--- config.mk ---
export PLATFORM = sky130hd
export DESIGN_NAME = led_status
export DESIGN_NICKNAME = d
export VERILOG_FILES = /design/src/rtl/led_status.sv
export SDC_FILE = /design/constraint.sdc
export NUM_CORES = 1
export LEC_CHECK = 0
export CAP_MARGIN = 20
export CORE_MARGIN = 8
export CORE_UTILIZATION = 65
export CTS_BUF_LIST = sky130_fd_sc_hd__clkbuf_4
export CTS_CLUSTER_DIAMETER = 50
export DETAILED_ROUTE_END_ITERATION = 7
export PLACE_DENSITY_LB_ADDON = 0.3
export SLEW_MARGIN = 0
export SYNTH_ARGS = -nofsm -noshare
export SYNTH_HDL_FRONTEND = slang
export SYNTH_SLANG_ARGS = --single-unit
--- constraint.sdc ---
create_clock -name CLK -period 7.9 [get_ports CLK]
set_input_delay 0.79 -clock CLK [delete_from_list [all_inputs] [get_ports CLK]]
set_output_delay 0.79 -clock CLK [all_outputs]
set_load 0.1 [all_outputs]
--- src/rtl/led_status.sv ---
// Status LED driver: free-running heartbeat, per-event pulse stretchers and a
// blink-code error display, with off / lamp-test / debug-mirror override modes.
//
// Error FSM states
//   state  | meaning
//   S_IDLE | no error shown; waits for a nonzero err_strobe
//   S_ON   | error LED lit for BLINK cycles
//   S_OFF  | error LED dark for BLINK cycles between blinks
//   S_GAP  | error LED dark for GAP cycles before the code repeats
module led_status #(
   parameter int LED_WIDTH = 8,
   parameter int NUM_EVT   = 3,
   parameter int HB_HALF   = 6000000,
   parameter int STRETCH   = 1200000,
   parameter int BLINK     = 2000000,
   parameter int GAP       = 8000000
) (
   input  logic                 CLK,
   input  logic                 RST,
   input  logic [1:0]           mode,
   input  logic [NUM_EVT-1:0]   evt,
   input  logic [LED_WIDTH-1:0] dbg_data,
   input  logic [3:0]           err_code,
   input  logic                 err_strobe,
   input  logic                 err_clear,
   output logic [LED_WIDTH-1:0] led
);

   localparam int HBW    = (HB_HALF > 1) ? $clog2(HB_HALF) : 1;
   localparam int STW    = (STRETCH > 0) ? $clog2(STRETCH + 1) : 1;
   localparam int PH_MAX = (BLINK > GAP) ? BLINK : GAP;
   localparam int PHW    = (PH_MAX > 0) ? $clog2(PH_MAX + 1) : 1;

   localparam logic [HBW-1:0] HB_LAST  = HBW'(HB_HALF - 1);
   localparam logic [STW-1:0] ST_LOAD  = STW'(STRETCH);
   localparam logic [PHW-1:0] PH_BLINK = PHW'(BLINK);
   localparam logic [PHW-1:0] PH_GAP   = PHW'(GAP);
   localparam logic [PHW-1:0] PH_ONE   = PHW'(1);

   typedef enum logic [1:0] {S_IDLE, S_ON, S_OFF, S_GAP} err_state_t;

   logic [HBW-1:0] hb_cnt, hb_cnt_n;
   logic           hb, hb_n;
   logic [STW-1:0] st_cnt   [NUM_EVT];
   logic [STW-1:0] st_cnt_n [NUM_EVT];
   logic [NUM_EVT-1:0] chan_n;

   err_state_t     state, state_n;
   logic [PHW-1:0] ph, ph_n;
   logic [3:0]     cur_code, cur_code_n;
   logic [3:0]     blinks_left, blinks_left_n;
   logic [3:0]     pend_code, pend_code_n;
   logic           pend_valid, pend_valid_n;
   logic           err_bit_n;
   logic [LED_WIDTH-1:0] led_n;

   always_ff @(posedge CLK or posedge RST) begin
      if (RST) begin
         hb_cnt      <= '0;
         hb          <= 1'b0;
         for (int i = 0; i < NUM_EVT; i++) st_cnt[i] <= '0;
         state       <= S_IDLE;
         ph          <= '0;
         cur_code    <= '0;
         blinks_left <= '0;
         pend_code   <= '0;
         pend_valid  <= 1'b0;
         led         <= '0;
      end else begin
         hb_cnt      <= hb_cnt_n;
         hb          <= hb_n;
         for (int i = 0; i < NUM_EVT; i++) st_cnt[i] <= st_cnt_n[i];
         state       <= state_n;
         ph          <= ph_n;
         cur_code    <= cur_code_n;
         blinks_left <= blinks_left_n;
         pend_code   <= pend_code_n;
         pend_valid  <= pend_valid_n;
         led         <= led_n;
      end
   end

   always_comb begin
      hb_cnt_n = hb_cnt + 1'b1;
      hb_n     = hb;
      if (hb_cnt == HB_LAST) begin
         hb_cnt_n = '0;
         hb_n     = ~hb;
      end
   end

   always_comb begin
      for (int i = 0; i < NUM_EVT; i++) begin
         st_cnt_n[i] = st_cnt[i];
         if (evt[i])
            st_cnt_n[i] = ST_LOAD;
         else if (st_cnt[i] != '0)
            st_cnt_n[i] = st_cnt[i] - 1'b1;
         chan_n[i] = (st_cnt_n[i] != '0);
      end
   end

   always_comb begin
      state_n       = state;
      ph_n          = ph;
      cur_code_n    = cur_code;
      blinks_left_n = blinks_left;
      pend_code_n   = pend_code;
      pend_valid_n  = pend_valid;
      case (state)
         S_IDLE: begin
            if (err_strobe && err_code != 4'd0) begin
               state_n       = S_ON;
               ph_n          = PH_BLINK;
               cur_code_n    = err_code;
               blinks_left_n = err_code;
            end
         end
         S_ON: begin
            if (ph == PH_ONE) begin
               state_n       = S_OFF;
               ph_n          = PH_BLINK;
               blinks_left_n = blinks_left - 1'b1;
            end else begin
               ph_n = ph - 1'b1;
            end
         end
         S_OFF: begin
            if (ph == PH_ONE) begin
               if (blinks_left != 4'd0) begin
                  state_n = S_ON;
                  ph_n    = PH_BLINK;
               end else begin
                  state_n = S_GAP;
                  ph_n    = PH_GAP;
               end
            end else begin
               ph_n = ph - 1'b1;
            end
         end
         S_GAP: begin
            if (ph == PH_ONE) begin
               state_n = S_ON;
               ph_n    = PH_BLINK;
               if (pend_valid) begin
                  cur_code_n    = pend_code;
                  blinks_left_n = pend_code;
                  pend_valid_n  = 1'b0;
               end else begin
                  blinks_left_n = cur_code;
               end
            end else begin
               ph_n = ph - 1'b1;
            end
         end
         default: state_n = S_IDLE;
      endcase
      // A strobe landing on the repeat boundary is queued for the following repeat.
      if (state != S_IDLE && err_strobe && err_code != 4'd0) begin
         pend_code_n  = err_code;
         pend_valid_n = 1'b1;
      end
      if (err_clear) begin
         state_n       = S_IDLE;
         ph_n          = '0;
         cur_code_n    = '0;
         blinks_left_n = '0;
         pend_code_n   = '0;
         pend_valid_n  = 1'b0;
      end
      err_bit_n = (state_n == S_ON);
   end

   // led is built from next-state values so it lines up with the state registers.
   always_comb begin
      led_n = '0;
      case (mode)
         2'd0: begin
            led_n[0] = hb_n;
            for (int i = 0; i < NUM_EVT; i++) led_n[1+i] = chan_n[i];
            led_n[LED_WIDTH-1] = err_bit_n;
         end
         2'd1: led_n = '0;
         2'd2: led_n = '1;
         default: led_n = dbg_data;
      endcase
   end

endmodule
==> results.py, run 1 <==
# Generated from Yosys and OpenROAD reports
metrics = {
    "clock_network": {
        "cts_max_path_buffers": 2,
        "post_cts_buffers": 0,
        "cts.sinks": 133,
        "postCtsHoldBufs": 0,
        "cts_buffers": 17,
        "htreeDepth": 4,
        "clk_transition_reported_paths_ns": 0.12,
    },
    "die": {
        "initCoreUtil_pct": 67.0,
        "core_area_um2": 10900,
        "num_io_pins": 29,
        "die_area_um2": 14900,
        "taps": 140,
        "die_width_um": 122,
        "die_y_um": 122,
    },
    "cells_and_area": {
        "largest_reg_flops": 63,
        "comb_cells": 611,
        "ff_count": 133,
        "final_layout_top_logic_cells": "dfrtp_1, nor2_1, nand2_1",
        "antenna_cells": 0,
        "clockNetworkAreaShare_pct": 2.79,
        "comb_area_share_pct": 48.1,
        "area_growth_pct": 7.72,
        "signal_buffers": 31,
        "nClkBuffers": 21,
        "design_area_um2": 7900,
        "inv_count": 20,
        "drive_gt1_share_pct": 8.13,
        "final_common_cell": "dfrtp_1",
        "n_fill_cell": 830,
        "largestRegisters": "st_cnt x63, hb_cnt x23, ph x23",
        "instances_no_fill": 964,
        "dominant_cells": "multi-input combinational cells",
    },
    "grt": {
        "grt_use_met3_pct": 5.32,
        "grt.total_usage_pct": 23.1,
        "use_met2_pct": 37.9,
        "grt_pass1_vias": 6046,
        "grt_pass1_wl_mm": 27.9,
    },
    "synth": {
        "synth_top_area_share_pct": 45.4,
        "ys_cells": 792,
        "most_common_cell": "dfrtp_1",
        "ys_seq_share_pct": 45.4,
        "ys_ff": 133,
        "ys_types": 74,
        "synth_area_per_cell_um2": 9.25,
        "synth-xor-area-share_pct": 6.33,
        "logic_family": "simple AND/OR/NAND/NOR gates",
        "synthAoiAreaFrac_pct": 14.2,
        "yosys_area_um2": 7330,
        "synthCells": 792,
        "synthesis.area_um2": 7330,
        "synth-warning-count": 0,
        "synth-simple-area-share_pct": 27.0,
        "top_cells_by_count": "dfrtp_1, nor2_1, nand2_1",
        "topCellsByArea": "dfrtp_1, nor2_1, nand2_1",
        "synthFlopType": "dfrtp_1",
        "async_reset_ff_share_pct": 100,
    },
    "hold_path": {
        "hold_depth": 1,
        "hold_class": "flop to flop",
    },
    "routing": {
        "ant_nets": 0,
        "wl_met2_mm": 8.14,
        "drtPass1Iterations": 5,
        "highest_layer": "met4",
        "avgViaCountPerCell": 6.40,
        "drc": 0,
        "wl_per_cell_um": 16.9,
        "met1_length_mm": 7.07,
    },
    "placement": {
        "placed_cells": 934,
        "place.port_buffers": 28,
        "place_area_um2": 7670,
        "post-place-ws_ns": 4.41,
        "dpl.hpwl_mm": 11.7,
    },
    "run": {
        "drv_cap": 0,
        "openroad.warnings": 30,
    },
    "final_timing": {
        "max_freq_mhz": 319,
        "slew_viol_final": 0,
        "worst_hold_slack_ns": 0.482,
        "finalClockPeriodUsage_pct": 39.6,
        "relSlewSlack_pct": 33.6,
        "setup_slack_ns": 4.77,
        "tightest_slew_ns": 0.993,
        "setup_viol": 0,
        "setup-tns-final_ns": 0,
        "period_needed_ns": 3.13,
    },
    "setup_path": {
        "timing.reg2reg.worst_path_depth": 7,
        "worstSetupEndpointType": "flop",
        "cp.depth": 7,
        "crit_buf_inv": 0,
        "arrival_ns": 3.57,
        "cp_top_family": "simple AND/OR/NAND/NOR gates",
        "slowest_stage": "nor4_1",
        "crit_path_start_kind": "flop",
        "r2r-start": "ph[2]$_DFFE_PP0N_",
        "setup.worst_path.start": "ph[2]$_DFFE_PP0N_",
        "r2r_slack_ns": 4.77,
        "crit_end": "ph[12]$_DFFE_PP0N_",
        "path_cells": "nor4_1, nand2_1, nor4_2, or3_1, o21ai_0, nand2_1, o211ai_1",
        "cpPeakStageDelay_ns": 0.82,
    },
    "power_and_ir_drop": {
        "p_int_mw": 0.989,
        "maxPowerGroup": "registers",
        "power_mw": 1.45,
        "leakage_nw": 3.10,
        "power_frac_seq_pct": 53.7,
        "switching_share_pct": 31.7,
        "net-switching-power_mw": 0.460,
        "powerDensity_nw_per_um2": 183,
    },
    "status": {
        "outcome": "completed",
    },
}
Fig. 1: run 1, sequential cells coloured by netlist name
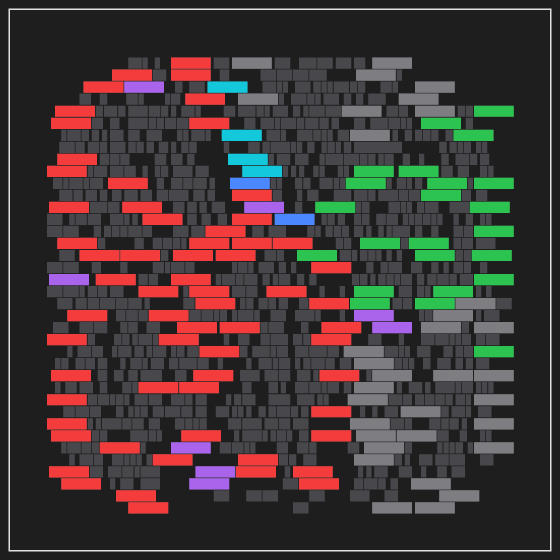
- `ph`: green (flops 23)
- `led`: purple (flops 8)
- `st_cnt`: red (flops 63)
- `state`: blue (flops 2)
- `blinks_left`: cyan (flops 4; where top centre)
Seq. pwr: 0.778 mW
FF/Latch Area: 3330 um^2
sequential cell area share: 42.2%
final core area utilization: 72.2%

Fig. 2: run 1, M4 wires
Supply wires on this layer in grey.
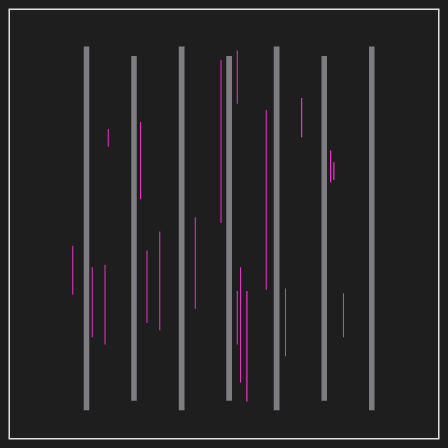
- nets with wire on the layer: 15
- main direction: vertical
total number of vias: 6165
WL final: 16.3 mm

Fig. 3: run 1, cells by drive strength
Bar = 20 um.
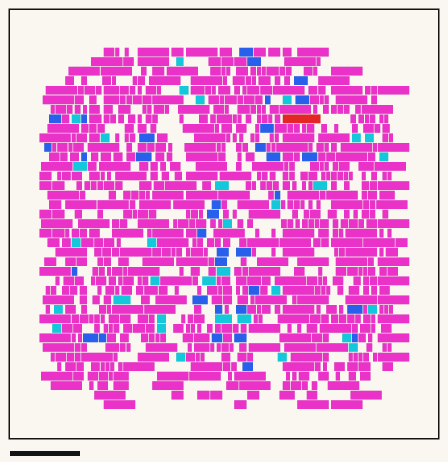
- x2: blue (cells 34; share 4.1%)
- x1 and smaller: magenta (cells 757; share 92%)
- x3 and x4: cyan (cells 32; share 3.9%)
- x6 and larger: red (cells 1; share 0.12%)

Fig. 4: run 1, clock network drawn from the DEF
Bar = 20 um.
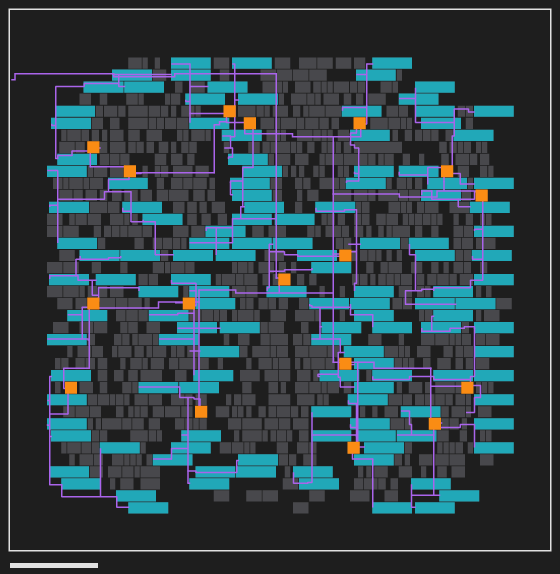
- clock-net drivers: orange (count 17)
- clock wires: purple (length 1530 um)
- flip-flops: cyan (count 133)
- routed clock nets: 18
clock group total power: 0.386 mW
Clock Power Share: 26.6%
Final Skew: 0.0208 ns

Fig. 5: run 1, clock routing
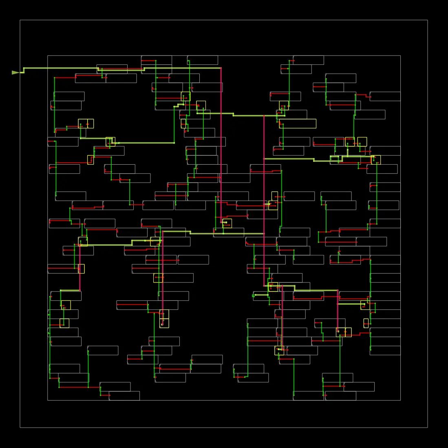

==> run 2, diff against run 1 <==
--- a/config.mk
+++ b/config.mk
@@ -7,7 +7,7 @@
 export LEC_CHECK = 0
 export CAP_MARGIN = 20
 export CORE_MARGIN = 8
-export CORE_UTILIZATION = 65
+export CORE_UTILIZATION = 57
 export CTS_BUF_LIST = sky130_fd_sc_hd__clkbuf_4
 export CTS_CLUSTER_DIAMETER = 50
 export DETAILED_ROUTE_END_ITERATION = 7
==> constraint.sdc (replaced) <==
create_clock -name CLK -period 2.81 [get_ports CLK]
set_input_delay 0.281 -clock CLK [delete_from_list [all_inputs] [get_ports CLK]]
set_output_delay 0.281 -clock CLK [all_outputs]
set_load 0.1 [all_outputs]
Fig. 6: run 2, clock routing
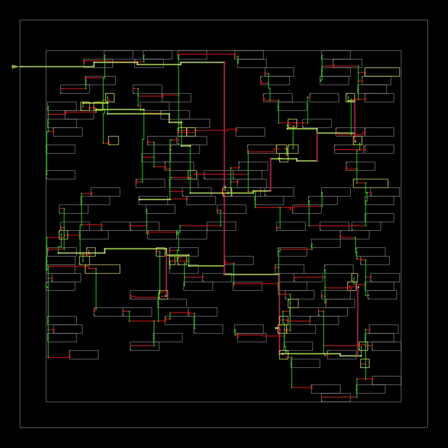
clock sinks: 133
clock group total power: 1.39 mW

Fig. 7: run 2, cells by drive strength
Bar = 50 um.
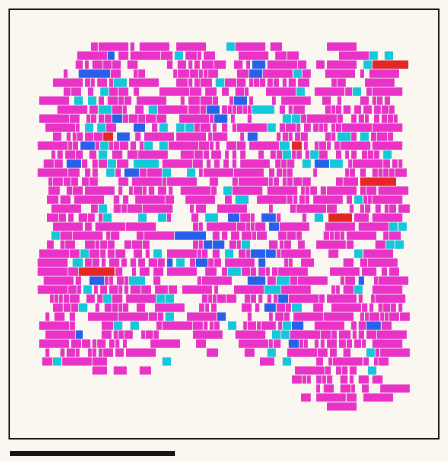
- x3 and x4: cyan (cells 86; share 9.9%)
- x2: blue (cells 36; share 4.2%)
- x1 and smaller: magenta (cells 737; share 85%)
- x6 and larger: red (cells 6; share 0.69%)
fin area: 8360 um^2
area grow syn2layout: 14.0%
Signal buffers: 69

==> run 2 against run 1 <==
  * Fmax rose by 14%
  * Die size rose by 12%
  * Synthesized cell count did not move
  * Combinational power rose to 3.1 times the previous value
  * Flip-flop count did not move
  * Clock skew fell by 0.0092 ns
  * Cell count rose by 7.6%
  * Largest cell class unchanged
  * Routed wire length rose by 7.2%
  * Setup slack got worse by 4.7 ns
  * Via count rose by 2.0%
==> results.py, run 2 <==
# Generated from Yosys and OpenROAD reports
metrics = {
    "status": {
        "outcome": "completed",
    },
    "power_and_ir_drop": {
        "power_mw": 4.45,
        "p_int_mw": 3.01,
        "powerDensity_nw_per_um2": 532,
        "p_clk_share_pct": 31.2,
        "pg_seq_mw": 2.17,
        "leakage_nw": 3.32,
        "power_frac_seq_pct": 48.7,
        "switching_share_pct": 32.3,
        "maxPowerGroup": "registers",
    },
    "setup_path": {
        "r2r-start": "st_cnt[25]$_DFF_PP0_",
        "cp.depth": 7,
        "cp_top_family": "simple AND/OR/NAND/NOR gates",
        "r2r_slack_ns": 0.07,
        "crit_path_start_kind": "flop",
        "setup.worst_path.start": "st_cnt[25]$_DFF_PP0_",
        "timing.reg2reg.worst_path_depth": 7,
        "arrival_ns": 3.18,
        "crit_end": "led[2]$_DFF_PP0_",
        "cpPeakStageDelay_ns": 0.64,
        "worstSetupPathType": "flop to flop",
        "worstSetupEndpointType": "flop",
        "crit_buf_inv": 0,
        "slowest_stage": "or4_1",
    },
    "cells_and_area": {
        "inv_count": 20,
        "final_layout_top_logic_cells": "dfrtp_1, nor2_1, nand2_1",
        "ff_count": 133,
        "largestRegisters": "st_cnt x63, hb_cnt x23, ph x23",
        "nClkBuffers": 17,
        "antenna_cells": 0,
        "dominant_cells": "multi-input combinational cells",
        "final_common_cell": "dfrtp_1",
        "clockNetworkAreaShare_pct": 3.70,
        "final_util_pct": 66.5,
        "flop_area_um2": 3330,
        "n_fill_cell": 996,
        "comb_cells": 611,
        "instances_no_fill": 1037,
        "largest_reg_flops": 63,
    },
    "final_timing": {
        "setup_viol": 0,
        "setup_slack_ns": 0.0730,
        "tightest_slew_ns": 0.706,
        "relSlewSlack_pct": 52.7,
        "max_freq_mhz": 365,
        "finalClockPeriodUsage_pct": 97.4,
        "worst_hold_slack_ns": 0.0753,
    },
    "grt": {
        "grt_pass1_wl_mm": 30.3,
        "grt_use_met3_pct": 4.64,
        "use_met2_pct": 37.5,
        "grt.total_usage_pct": 22.5,
        "grt_overflow": 0,
        "grtUsageMet1_pct": 27.7,
        "grt_pass1_vias": 6320,
    },
    "synth": {
        "top_cells_by_count": "dfrtp_1, nor2_1, nand2_1",
        "edf_count": 0,
        "synthesis.area_um2": 7330,
        "synthCells": 792,
        "ys_seq_share_pct": 45.4,
        "most_common_cell": "dfrtp_1",
        "async_reset_ff_share_pct": 100,
        "yosys_area_um2": 7330,
        "synth_top_area_share_pct": 45.4,
        "synthAoiAreaFrac_pct": 14.2,
        "ys_ff": 133,
        "synth-simple-area-share_pct": 27.0,
        "synthFlopType": "dfrtp_1",
        "synth_area_per_cell_um2": 9.25,
        "synth-warning-count": 0,
        "logic_family": "simple AND/OR/NAND/NOR gates",
        "ys_types": 74,
        "ys_cells": 792,
    },
    "clock_network": {
        "clk_transition_reported_paths_ns": 0.12,
        "post_cts_buffers": 0,
        "cts_buffers": 17,
        "cts_max_path_buffers": 2,
        "postCtsHoldBufs": 0,
    },
    "placement": {
        "place.port_buffers": 28,
        "place_area_um2": 7970,
        "post-place-ws_ns": 0.0347,
        "dpl.hpwl_mm": 12.6,
    },
    "die": {
        "num_io_pins": 29,
        "core_area_um2": 12600,
        "initCoreUtil_pct": 58.3,
        "taps": 172,
        "die_area_um2": 16700,
        "row_count": 41,
    },
    "routing": {
        "avgViaCountPerCell": 6.07,
        "met1_length_mm": 7.47,
        "drc": 0,
        "ant_nets": 0,
        "drtPass1Iterations": 7,
        "wl_met2_mm": 8.79,
        "wl_per_cell_um": 16.9,
        "highest_layer": "met4",
        "routed_wl_mm": 17.5,
    },
    "run": {
        "drv_cap": 0,
        "openroad.warnings": 31,
    },
    "hold_path": {
        "hold_class": "input port to asynchronous set/reset pin",
    },
}
Fig. 8: run 2, clock network drawn from the DEF
Bar = 50 um.
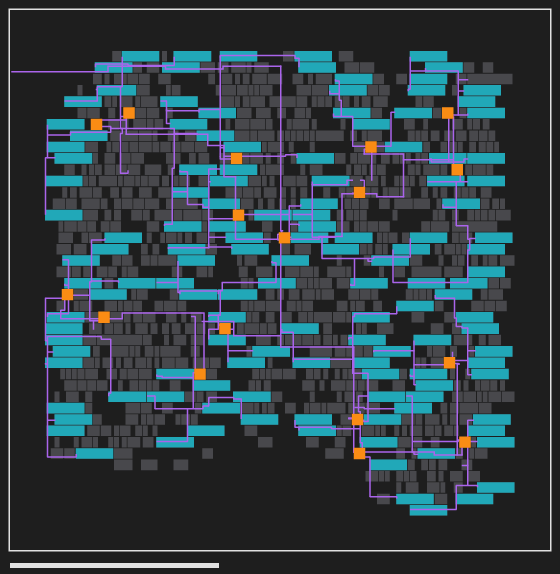

==> run 3, diff against run 2 <==
--- a/config.mk
+++ b/config.mk
@@ -11,6 +11,8 @@
 export CTS_BUF_LIST = sky130_fd_sc_hd__clkbuf_4
 export CTS_CLUSTER_DIAMETER = 50
 export DETAILED_ROUTE_END_ITERATION = 7
+export HOLD_SLACK_MARGIN = 0.15
+export MAX_ROUTING_LAYER = met4
 export PLACE_DENSITY_LB_ADDON = 0.3
 export SLEW_MARGIN = 0
 export SYNTH_ARGS = -nofsm -noshare
Fig. 9: run 3, clock network drawn from the DEF
Bar = 50 um.
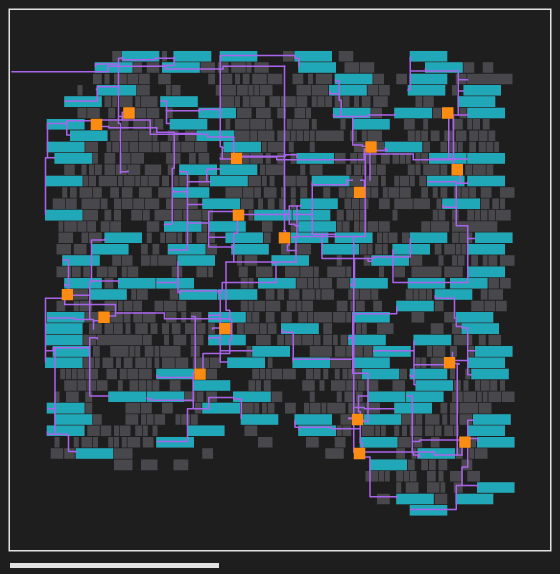
clock group total power: 1.40 mW
Clock Latency Late Sink: 0.59 ns
Clock Power Share: 31.3%
Final Skew: 0.0174 ns

Fig. 10: run 3, cells by drive strength
Bar = 50 um.
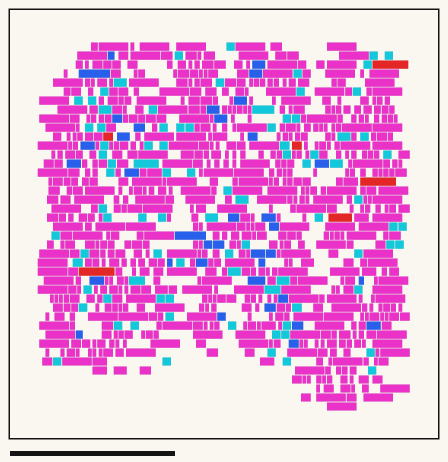
- x6 and larger: red (cells 6; share 0.69%)
- x3 and x4: cyan (cells 86; share 9.9%)
- x2: blue (cells 36; share 4.2%)
- x1 and smaller: magenta (cells 738; share 85%)
fin area: 8370 um^2
setup ws final: 0.0689 ns
Signal buffers: 70

==> run 3 against run 2 <==
  * Critical path depth is the same
  * Synthesized cell count is the same
  * Clock skew grew 0.0059 ns
  * Combinational power is essentially flat
  * First-iteration DRC count grew 12%
  * Utilization grew 0.080 points
  * Register-to-register slack is essentially flat
==> results.py, run 3 <==
# Generated from Yosys and OpenROAD reports
metrics = {
    "synth": {
        "yosys_area_um2": 7330,
        "ys_ff": 133,
        "most_common_cell": "dfrtp_1",
        "top_cells_by_count": "dfrtp_1, nor2_1, nand2_1",
        "synthFlopType": "dfrtp_1",
        "ys_types": 74,
        "topCellsByArea": "dfrtp_1, nor2_1, nand2_1",
        "synth_area_per_cell_um2": 9.25,
        "synthesis.area_um2": 7330,
        "synthCells": 792,
        "logic_family": "simple AND/OR/NAND/NOR gates",
        "synth-warning-count": 0,
        "synth_top_area_share_pct": 45.4,
        "synthAoiAreaFrac_pct": 14.2,
        "synth-xor-area-share_pct": 6.33,
        "ys_cells": 792,
        "async_reset_ff_share_pct": 100,
    },
    "grt": {
        "grt_pass1_wl_mm": 30.3,
        "grt.total_usage_pct": 23.2,
        "grt_pass1_vias": 6328,
        "use_met2_pct": 37.7,
        "grt_overflow": 0,
    },
    "cells_and_area": {
        "final_util_pct": 66.6,
        "nClkBuffers": 17,
        "comb_area_share_pct": 45.9,
        "comb_cells": 611,
        "ff_count": 133,
        "final_layout_top_logic_cells": "dfrtp_1, nor2_1, nand2_1",
        "largest_reg_flops": 63,
        "antenna_cells": 0,
        "n_fill_cell": 995,
        "max_flop_register": "st_cnt",
        "sh_seq_area_pct": 39.8,
        "instances_no_fill": 1038,
        "inv_count": 20,
        "area_growth_pct": 14.2,
        "largestRegisters": "st_cnt x63, hb_cnt x23, ph x23",
        "clockNetworkAreaShare_pct": 3.69,
        "drive_gt1_share_pct": 14.8,
        "dominant_cells": "multi-input combinational cells",
    },
    "routing": {
        "wl_met2_mm": 8.85,
        "met1_length_mm": 7.71,
        "num_vias": 6275,
        "ant_nets": 0,
        "highest_layer": "met4",
        "drtPass1Iterations": 5,
        "avgViaCountPerCell": 6.05,
    },
    "placement": {
        "place.port_buffers": 28,
        "place_area_um2": 7970,
        "dpl.hpwl_mm": 12.6,
        "placed_cells": 1001,
        "post-place-ws_ns": 0.0347,
    },
    "setup_path": {
        "path_cells": "or4_1, nand2b_4, o31a_1, a211oi_1, nand4_1, nor4b_1, a22oi_1",
        "crit_end": "led[2]$_DFF_PP0_",
        "crit_buf_inv": 0,
        "slowest_stage": "or4_1",
        "worstSetupPathType": "flop to flop",
        "r2r_slack_ns": 0.07,
        "arrival_ns": 3.19,
        "cpPeakStageDelay_ns": 0.64,
        "cp_top_family": "simple AND/OR/NAND/NOR gates",
        "cp.depth": 7,
        "worstSetupEndpointType": "flop",
    },
    "final_timing": {
        "tightest_slew_ns": 0.677,
        "worst_hold_slack_ns": 0.297,
        "setup-tns-final_ns": 0,
        "relSlewSlack_pct": 54.7,
        "period_needed_ns": 2.74,
        "setup_viol": 0,
        "slew_viol_final": 0,
        "finalHoldViolCount": 0,
    },
    "die": {
        "taps": 172,
        "core_area_um2": 12600,
        "die_width_um": 129,
        "row_count": 41,
        "die_y_um": 129,
        "num_io_pins": 29,
        "die_area_um2": 16700,
    },
    "clock_network": {
        "post_cts_buffers": 0,
        "cts_buffers": 17,
        "postCtsHoldBufs": 1,
        "htreeDepth": 4,
    },
    "power_and_ir_drop": {
        "leakage_nw": 3.33,
        "switching_share_pct": 32.5,
        "power_frac_seq_pct": 48.6,
        "net-switching-power_mw": 1.45,
        "power_mw": 4.46,
        "powerDensity_nw_per_um2": 533,
    },
    "hold_path": {
        "hold_class": "input port to flop",
        "hold_depth": 2,
    },
    "status": {
        "outcome": "completed",
    },
    "run": {
        "openroad.warnings": 31,
    },
}
Power and IR drop assume default switching activity.
